==> run_1/pdn.png <==
Bar = 50 um. Pins as bars on the die edge.
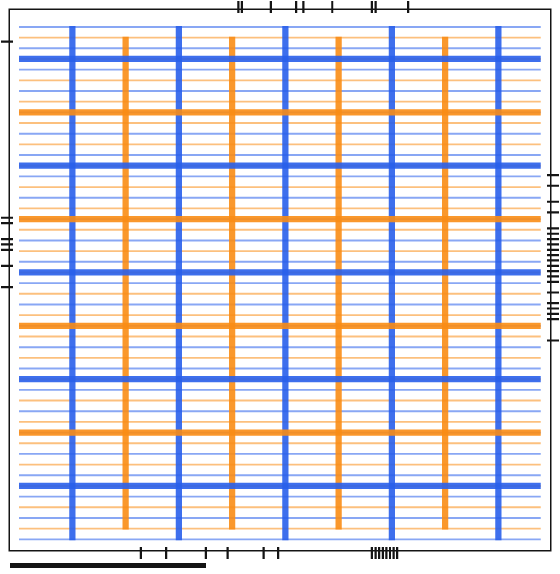
==> run_1/cell_classes.png <==
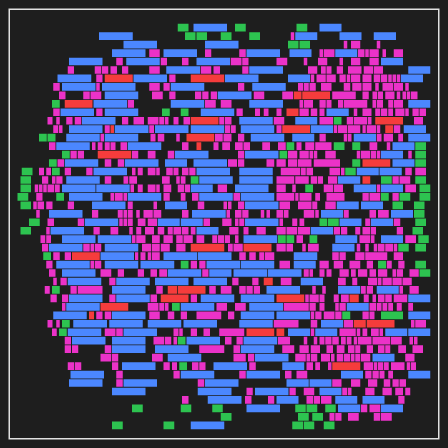
==> run_1/clock_map.png <==
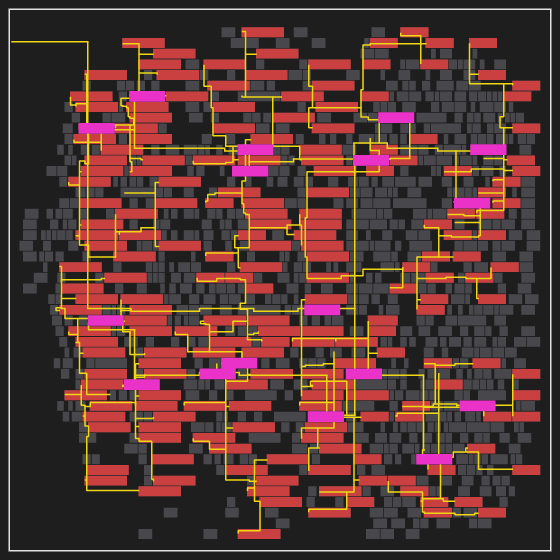
==> run_1/metal_stack.png <==
Bar = 50 um.
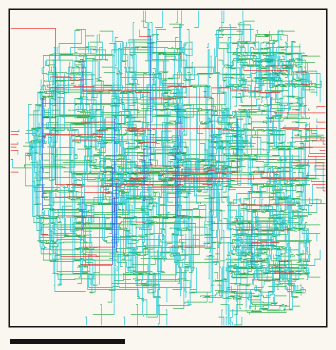
### config.mk
export PLATFORM = sky130hd
export DESIGN_NAME = seq_step_controller
export DESIGN_NICKNAME = d
export VERILOG_FILES = /design/src/rtl/seq_pkg.sv /design/src/rtl/seq_tick_gen.sv /design/src/rtl/seq_step_controller.sv
export SDC_FILE = /design/constraint.sdc
export NUM_CORES = 1
export LEC_CHECK = 0
export CORE_MARGIN = 2
export CORE_UTILIZATION = 55
export CTS_CLUSTER_DIAMETER = 100
export DETAILED_ROUTE_END_ITERATION = 8
export PLACE_DENSITY = 0.8
export SLEW_MARGIN = 20
export SYNTH_ARGS = -nofsm -noshare
export SYNTH_HDL_FRONTEND = slang
export SYNTH_HIERARCHICAL = 1
export SYNTH_SLANG_ARGS = --single-unit
### constraint.sdc
create_clock -name clk -period 3.74 [get_ports clk]
set_clock_uncertainty 0.2 [all_clocks]
set_input_delay 0.748 -clock clk [delete_from_list [all_inputs] [get_ports clk]]
set_output_delay 0.748 -clock clk [all_outputs]
set_load 0.005 [all_outputs]
### src/rtl/seq_pkg.sv
// Shared types and constants for the pattern step sequencer.
// Latency: n/a (declarations only).
// Backpressure: n/a.
package seq_pkg;

    typedef enum logic {
        IDLE = 1'b0,
        RUN  = 1'b1
    } state_t;

    localparam int STEPS        = 16;
    localparam int STEP_W       = 4;
    localparam int DIV_HALF_DEF = 250000;   // 100 Hz from a 50 MHz clk

endpackage

### src/rtl/seq_tick_gen.sv
// Prescaler: divides clk down to a 1-cycle tick every 2*DIV_HALF cycles plus a 50% square wave.
// Latency: tick_100hz registered; tick decoded from the prescaler register (no input-to-output path).
// Backpressure: none; free-running, synchronous clear restarts the period from count 0.
//
// Ports:
//   clk, rst_n      system clock, synchronous active-low reset
//   clr             restart the prescaler at 0 on the next edge
//   tick            high in the cycle where the prescaler holds 2*DIV_HALF-1
//   tick_100hz      high while prescaler < DIV_HALF, low otherwise
module seq_tick_gen #(
    parameter int DIV_HALF = 250000,
    parameter int DIV_W    = 19
) (
    input  logic clk,
    input  logic rst_n,
    input  logic clr,
    output logic tick,
    output logic tick_100hz
);

    localparam int            CW   = DIV_W + 1;
    localparam logic [CW-1:0] LAST = CW'(2 * DIV_HALF - 1);
    localparam logic [CW-1:0] HALF = CW'(DIV_HALF);

    logic [CW-1:0] r_cnt;
    logic [CW-1:0] w_cnt_nxt;
    logic          r_hz;

    always_comb begin
        w_cnt_nxt = r_cnt + CW'(1);
        if (clr || (r_cnt == LAST)) begin
            w_cnt_nxt = '0;
        end
    end

    // The square wave is computed from the next count so it stays aligned
    // with the counter value it describes while still being a flop output.
    always_ff @(posedge clk) begin
        if (!rst_n) begin
            r_cnt <= '0;
            r_hz  <= 1'b1;
        end else begin
            r_cnt <= w_cnt_nxt;
            r_hz  <= (w_cnt_nxt < HALF);
        end
    end

    assign tick       = (r_cnt == LAST);
    assign tick_100hz = r_hz;

endmodule

### src/rtl/seq_step_controller.sv
// Pattern step sequencer: walks a 16-entry {active,note} pattern at a tempo counted in 100 Hz ticks.
// Latency: play/stop act on the next edge; gate rises one cycle after each step strobe; all outputs registered.
// Backpressure: none; play/stop are single-cycle pulses, stop wins when both are high.
//
// Ports:
//   clk, rst_n                  system clock, synchronous active-low reset
//   play, stop                  start/restart at step 0, halt and drop gate
//   tempo_ticks, gate_ticks     step and gate length in ticks, latched at each step start
//   loop_len                    steps per loop (0 = 16), used at the wrap decision
//   wr_en/wr_addr/wr_note/wr_active   pattern RAM write port
//   note, gate, step_idx        voice outputs and current step
//   step_strobe                 pulse in the first cycle of each step
//   playing                     high in RUN
//   tick_100hz                  100 Hz square wave
module seq_step_controller
    import seq_pkg::*;
#(
    parameter int DIV_HALF = DIV_HALF_DEF,
    parameter int DIV_W    = 19,
    parameter int NOTE_W   = 7
) (
    input  logic              clk,
    input  logic              rst_n,
    input  logic              play,
    input  logic              stop,
    input  logic [7:0]        tempo_ticks,
    input  logic [7:0]        gate_ticks,
    input  logic [3:0]        loop_len,
    input  logic              wr_en,
    input  logic [3:0]        wr_addr,
    input  logic [NOTE_W-1:0] wr_note,
    input  logic              wr_active,
    output logic [NOTE_W-1:0] note,
    output logic              gate,
    output logic [3:0]        step_idx,
    output logic              step_strobe,
    output logic              playing,
    output logic              tick_100hz
);

    state_t              r_state;
    state_t              w_state_nxt;

    logic [NOTE_W:0]     r_ram [STEPS];     // {active, note}
    logic [NOTE_W-1:0]   r_note;
    logic                r_active;
    logic                r_gate;
    logic [STEP_W-1:0]   r_step_idx;
    logic                r_strobe;
    logic [7:0]          r_tempo;           // already mapped 0 -> 1
    logic [7:0]          r_gate_len;
    logic [7:0]          r_step_cnt;
    logic [7:0]          r_gate_cnt;

    logic                w_tick;
    logic                w_restart;
    logic                w_halt;
    logic                w_step_end;
    logic                w_gate_end;
    logic                w_step_start;
    logic [STEP_W-1:0]   w_inc;
    logic [STEP_W-1:0]   w_next_idx;

    seq_tick_gen #(
        .DIV_HALF (DIV_HALF),
        .DIV_W    (DIV_W)
    ) u_tick (
        .clk        (clk),
        .rst_n      (rst_n),
        .clr        (w_restart),
        .tick       (w_tick),
        .tick_100hz (tick_100hz)
    );

    always_comb begin
        w_state_nxt = r_state;
        w_restart   = 1'b0;
        w_halt      = 1'b0;
        w_step_end  = 1'b0;
        w_gate_end  = 1'b0;
        case (r_state)
            IDLE: begin
                if (play && !stop) begin
                    w_state_nxt = RUN;
                    w_restart   = 1'b1;
                end
            end
            RUN: begin
                if (stop) begin
                    w_state_nxt = IDLE;
                    w_halt      = 1'b1;
                end else if (play) begin
                    w_restart   = 1'b1;
                end else if (w_tick) begin
                    // The tick that completes the count starts the next step on
                    // this same edge, which keeps strobe-to-strobe at exactly
                    // tempo * 2*DIV_HALF cycles.
                    w_step_end = ({1'b0, r_step_cnt} + 9'd1) == {1'b0, r_tempo};
                    w_gate_end = ({1'b0, r_gate_cnt} + 9'd1) == {1'b0, r_gate_len};
                end
            end
            default: begin
                w_state_nxt = IDLE;
            end
        endcase
    end

    assign w_step_start = w_restart || w_step_end;
    assign w_inc        = r_step_idx + STEP_W'(1);

    // loop_len of 0 never matches a nonzero increment, so it falls through to
    // the natural 4-bit wrap at 15 -> 0; a shortened loop behind the current
    // step does the same.
    always_comb begin
        w_next_idx = w_inc;
        if (w_restart || (w_inc == loop_len)) begin
            w_next_idx = '0;
        end
    end

    always_ff @(posedge clk) begin
        if (!rst_n) begin
            r_state    <= IDLE;
            r_note     <= '0;
            r_active   <= 1'b0;
            r_gate     <= 1'b0;
            r_step_idx <= '0;
            r_strobe   <= 1'b0;
            r_tempo    <= 8'd1;
            r_gate_len <= '0;
            r_step_cnt <= '0;
            r_gate_cnt <= '0;
            for (int i = 0; i < STEPS; i++) begin
                r_ram[i] <= '0;
            end
        end else begin
            r_state  <= w_state_nxt;
            r_strobe <= w_step_start;

            // A write landing on the step being latched this edge is seen only
            // on that step's next start; the read below sees the old word.
            if (wr_en) begin
                r_ram[wr_addr] <= {wr_active, wr_note};
            end

            if (w_halt) begin
                r_gate     <= 1'b0;
                r_step_idx <= '0;
            end else if (w_step_start) begin
                r_step_idx             <= w_next_idx;
                {r_active, r_note}     <= r_ram[w_next_idx];
                r_tempo                <= (tempo_ticks == 8'd0) ? 8'd1 : tempo_ticks;
                r_gate_len             <= gate_ticks;
                r_step_cnt             <= '0;
                r_gate_cnt             <= '0;
                // Low for the strobe cycle: a retrigger edge even when the
                // previous gate ran to the boundary.
                r_gate                 <= 1'b0;
            end else if (r_state == RUN) begin
                if (w_gate_end) begin
                    r_gate <= 1'b0;
                end else if (r_strobe && r_active && (r_gate_len != 8'd0)) begin
                    r_gate <= 1'b1;
                end
                if (w_tick) begin
                    r_step_cnt <= r_step_cnt + 8'd1;
                    r_gate_cnt <= r_gate_cnt + 8'd1;
                end
            end
        end
    end

    assign note        = r_note;
    assign gate        = r_gate;
    assign step_idx    = r_step_idx;
    assign step_strobe = r_strobe;
    assign playing     = (r_state == RUN);

endmodule

==> metrics.csv, run 1 <==
stage,metric,value,unit
synth,ys_ff,196,
global_route,grt_max_degree,38,
cts,clock_tree.buffer_depth,2,
timing,max_freq,287,MHz
cells_and_area,layout.cells.non_filler,1179,
global_route,antenna_found_initial,0,
synth,synth-warning-count,6,
global_route,grt_pass1_wl,34.8,mm
setup_path,path_buffers,1,
synth,synthFlopType,edfxtp_1,
cts,ctsHtreeMaxLevel,4,
floorplan,core_util_floorplan,0.566,
global_route,use_met1,0.315,
timing,rsz0062_at_grt,no,
cells_and_area,area_growth,14.2,%
cells_and_area,clock_cell_area_share,0.0542,
cells_and_area,num_antenna_cells,0,
setup_path,cpMostUsedCell,nor4_2,
worst_hold_path,whs_path_depth,2,
setup_path,path_class,flip-flop to flip-flop,
timing,finalWorstSetupSlack,0.259,ns
placed_design,gp_congestion,0.944,
run_status,outcome,"finished, final reports clean",
synth,asyncSetResetFlopFracSynth,0,
worst_hold_path,hold_end,r_gate_cnt[7]$_SDFFE_PN0P_,
cts,numCtsBuffers,17,
About pdn.png:
VSS: shown in blue. VDD: shown in orange.
52 signal pins sit on the boundary. 49 met1 rails follow the rows. 9 straps on met5.
Core Region: 0.0174 sq mm
Die Wd: 138 um

About cell_classes.png:
all other logic: shown in magenta, cells 643, share of their area 40%. clock drivers and dummy loads: shown in red, cells 32, share of their area 5.6%. flip-flops: shown in blue, cells 196, share of their area 48%. other buffers and delay cells: shown in green, cells 83, share of their area 7.0%.

About clock_map.png:
cells driving clock nets: shown in magenta, count 17. clock wires: shown in yellow, length 2140 um. flip-flops: shown in red, count 196.
There are 18 routed clock nets. Position of the flops: widely spread.

About metal_stack.png:
met3: shown in red, wire length 1330 um. met4: shown in blue, wire length 556 um. met2: shown in cyan, wire length 11200 um. met1: shown in green, wire length 9440 um.

## run 1: power breakdown
part / switching (uW) / leakage, uW / total, uW / internal (uW)
logic: 267 / 0.00189 / 457 / 190
registers: 45.1 / 0.00177 / 2450 / 2400
clock network: 829 / 0.000286 / 1890 / 1060
total: 1140 / 0.00395 / 4790 / 3650
## run 1: kinds of logic (layout without fill, tap and decap cells)
logic type / count (synthesis) / count (layout) / synth area share
simple gates: 357 / 357 / 0.204
xor+xnor: 50 / 50 / 0.0469
flops: 196 / 196 / 0.530
fa+ha+maj: 4 / 4 / 0.00510
mux: 58 / 58 / 0.0672
buf+inv: 62 / 132 / 0.0339
compound gates: 157 / 157 / 0.112
## run 1: what timing repair did
action / 4_1_cts / 5_1_grt
gates resized: 0 / 1
buffers inserted: 0 / 0
endpoints found under the setup margin: 0 / 3
==> run_1/final_congestion.png <==
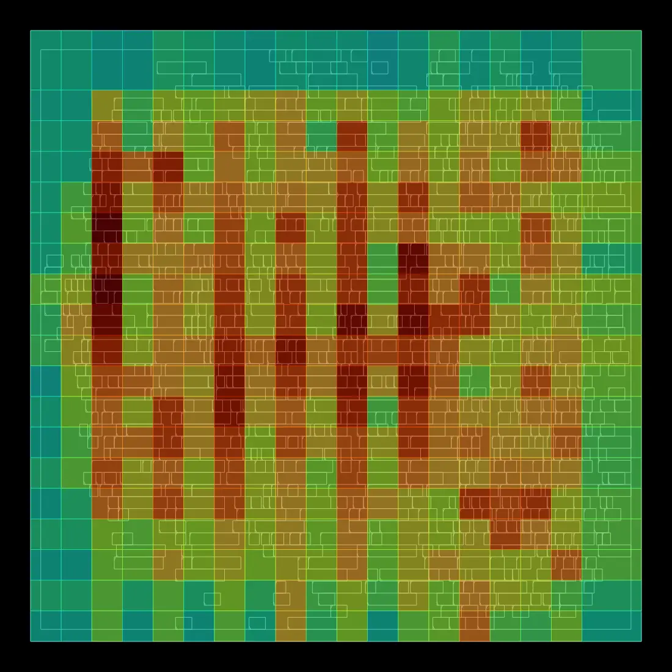

==> run 2: changes to the inputs <==
PLACE_DENSITY = 0.74   (was 0.8)
==> run_2/final_congestion.png <==
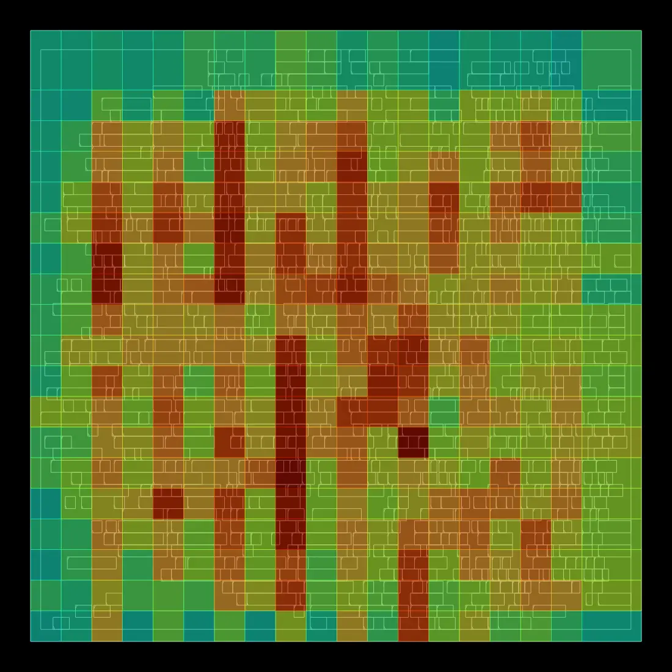
GRT Util Overall: 0.260
GR peak layer: met2
met2 usage: 0.439
mean routed wirelength per cell: 19.9 um

==> run_2/clock_map.png <==
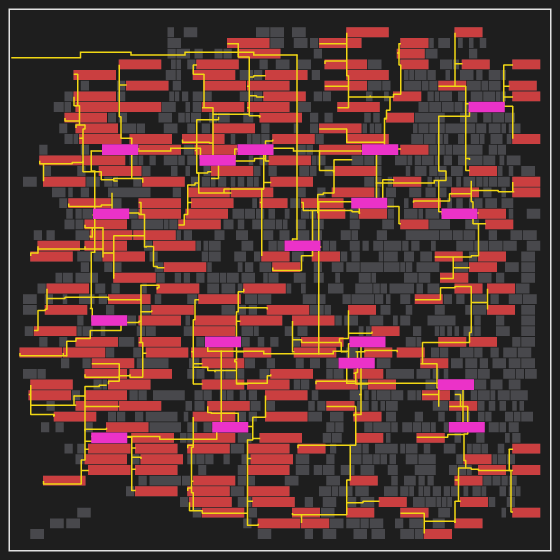
cells driving clock nets: shown in magenta, count 17. clock wires: shown in yellow, length 2150 um. flip-flops: shown in red, count 196.
Position of the flops: widely spread.

==> run 2 against run 1 <==
Compared with the run above:
- critical path depth is the same
- area after synthesis is the same
- sequential power is essentially flat
- worst hold slack gained 0.0044 ns
- die size is the same
- clock power shrank 7%
- first-iteration DRC count grew 3.5%
- synthesized cell count is the same
- utilization is essentially flat
- via count grew 2.1%
==> metrics.csv, run 2 <==
stage,metric,value,unit,change
synth,ys_sh_adder,0.00510,,unchanged
cts,numCtsBuffers,17,,unchanged
floorplan,core_area,0.0174,sq mm,unchanged
floorplan,die_w,138,um,unchanged
synth,ys_ff,196,,unchanged
worst_hold_path,whs_path_depth,2,,unchanged
run_status,outcome,"finished, final reports clean",,
cts,post_cts_buffers,0,,unchanged
synth,ys_top_logic_family,simple AND/OR/NAND/NOR gates,,
timing,finalWorstSetupSlack,0.138,ns,-0.120 ns
global_route,use_met1,0.338,,+0.0228
cts,ctsHtreeMaxLevel,4,,unchanged
timing,max_freq,278,MHz,-3.3%
power_and_ir_drop,swShare,0.246,,+0.00755
synth,ys_sh_xor,0.0469,,unchanged
power_and_ir_drop,cell_internal_pwr,3530,uW,-3.4%
power_and_ir_drop,clock_power_share,0.377,,-0.017
synth,synth-warning-count,6,,unchanged
global_route,grt_max_degree,48,,+26%
global_route,grt_pass1_wl,36.5,mm,+4.7%
power_and_ir_drop,combPwrFrac,0.098,,+0.003
power_and_ir_drop,pg_seq,2450,uW,about the same
power_and_ir_drop,maxPowerGroup,registers,,
power_and_ir_drop,pg_clk,1760,uW,-7%
==> run 2: cell types whose count changed in the layout (fill, tap and decap cells not counted), moves of 2 or more <==
cell	previous run	this run
bufinv_16	3	1
clkinv_4	2	0
buf_4	31	36
clkbuf_1	1	3
inv_6	1	5
clkinvlp_4	4	2
==> run 2: metal layers <==
layer | wire length [um] | up-vias
li1 | - | 3341
met1 | 9820 | 3431
met2 | 11600 | 257
met3 | 1600 | 35
met4 | 539 | 0
met5 | 0 | -
==> run 2: kinds of logic after synthesis <==
kind of cell,Yosys count
buffers and inverters,62
DFF,196
muxes,58
adders and majority gates,4
xor gates and xnor gates,50
and+or+nand+nor,357
AOI/OAI and AO/OA,157
No activity file was given, so power comes from the tool's default toggle rates.
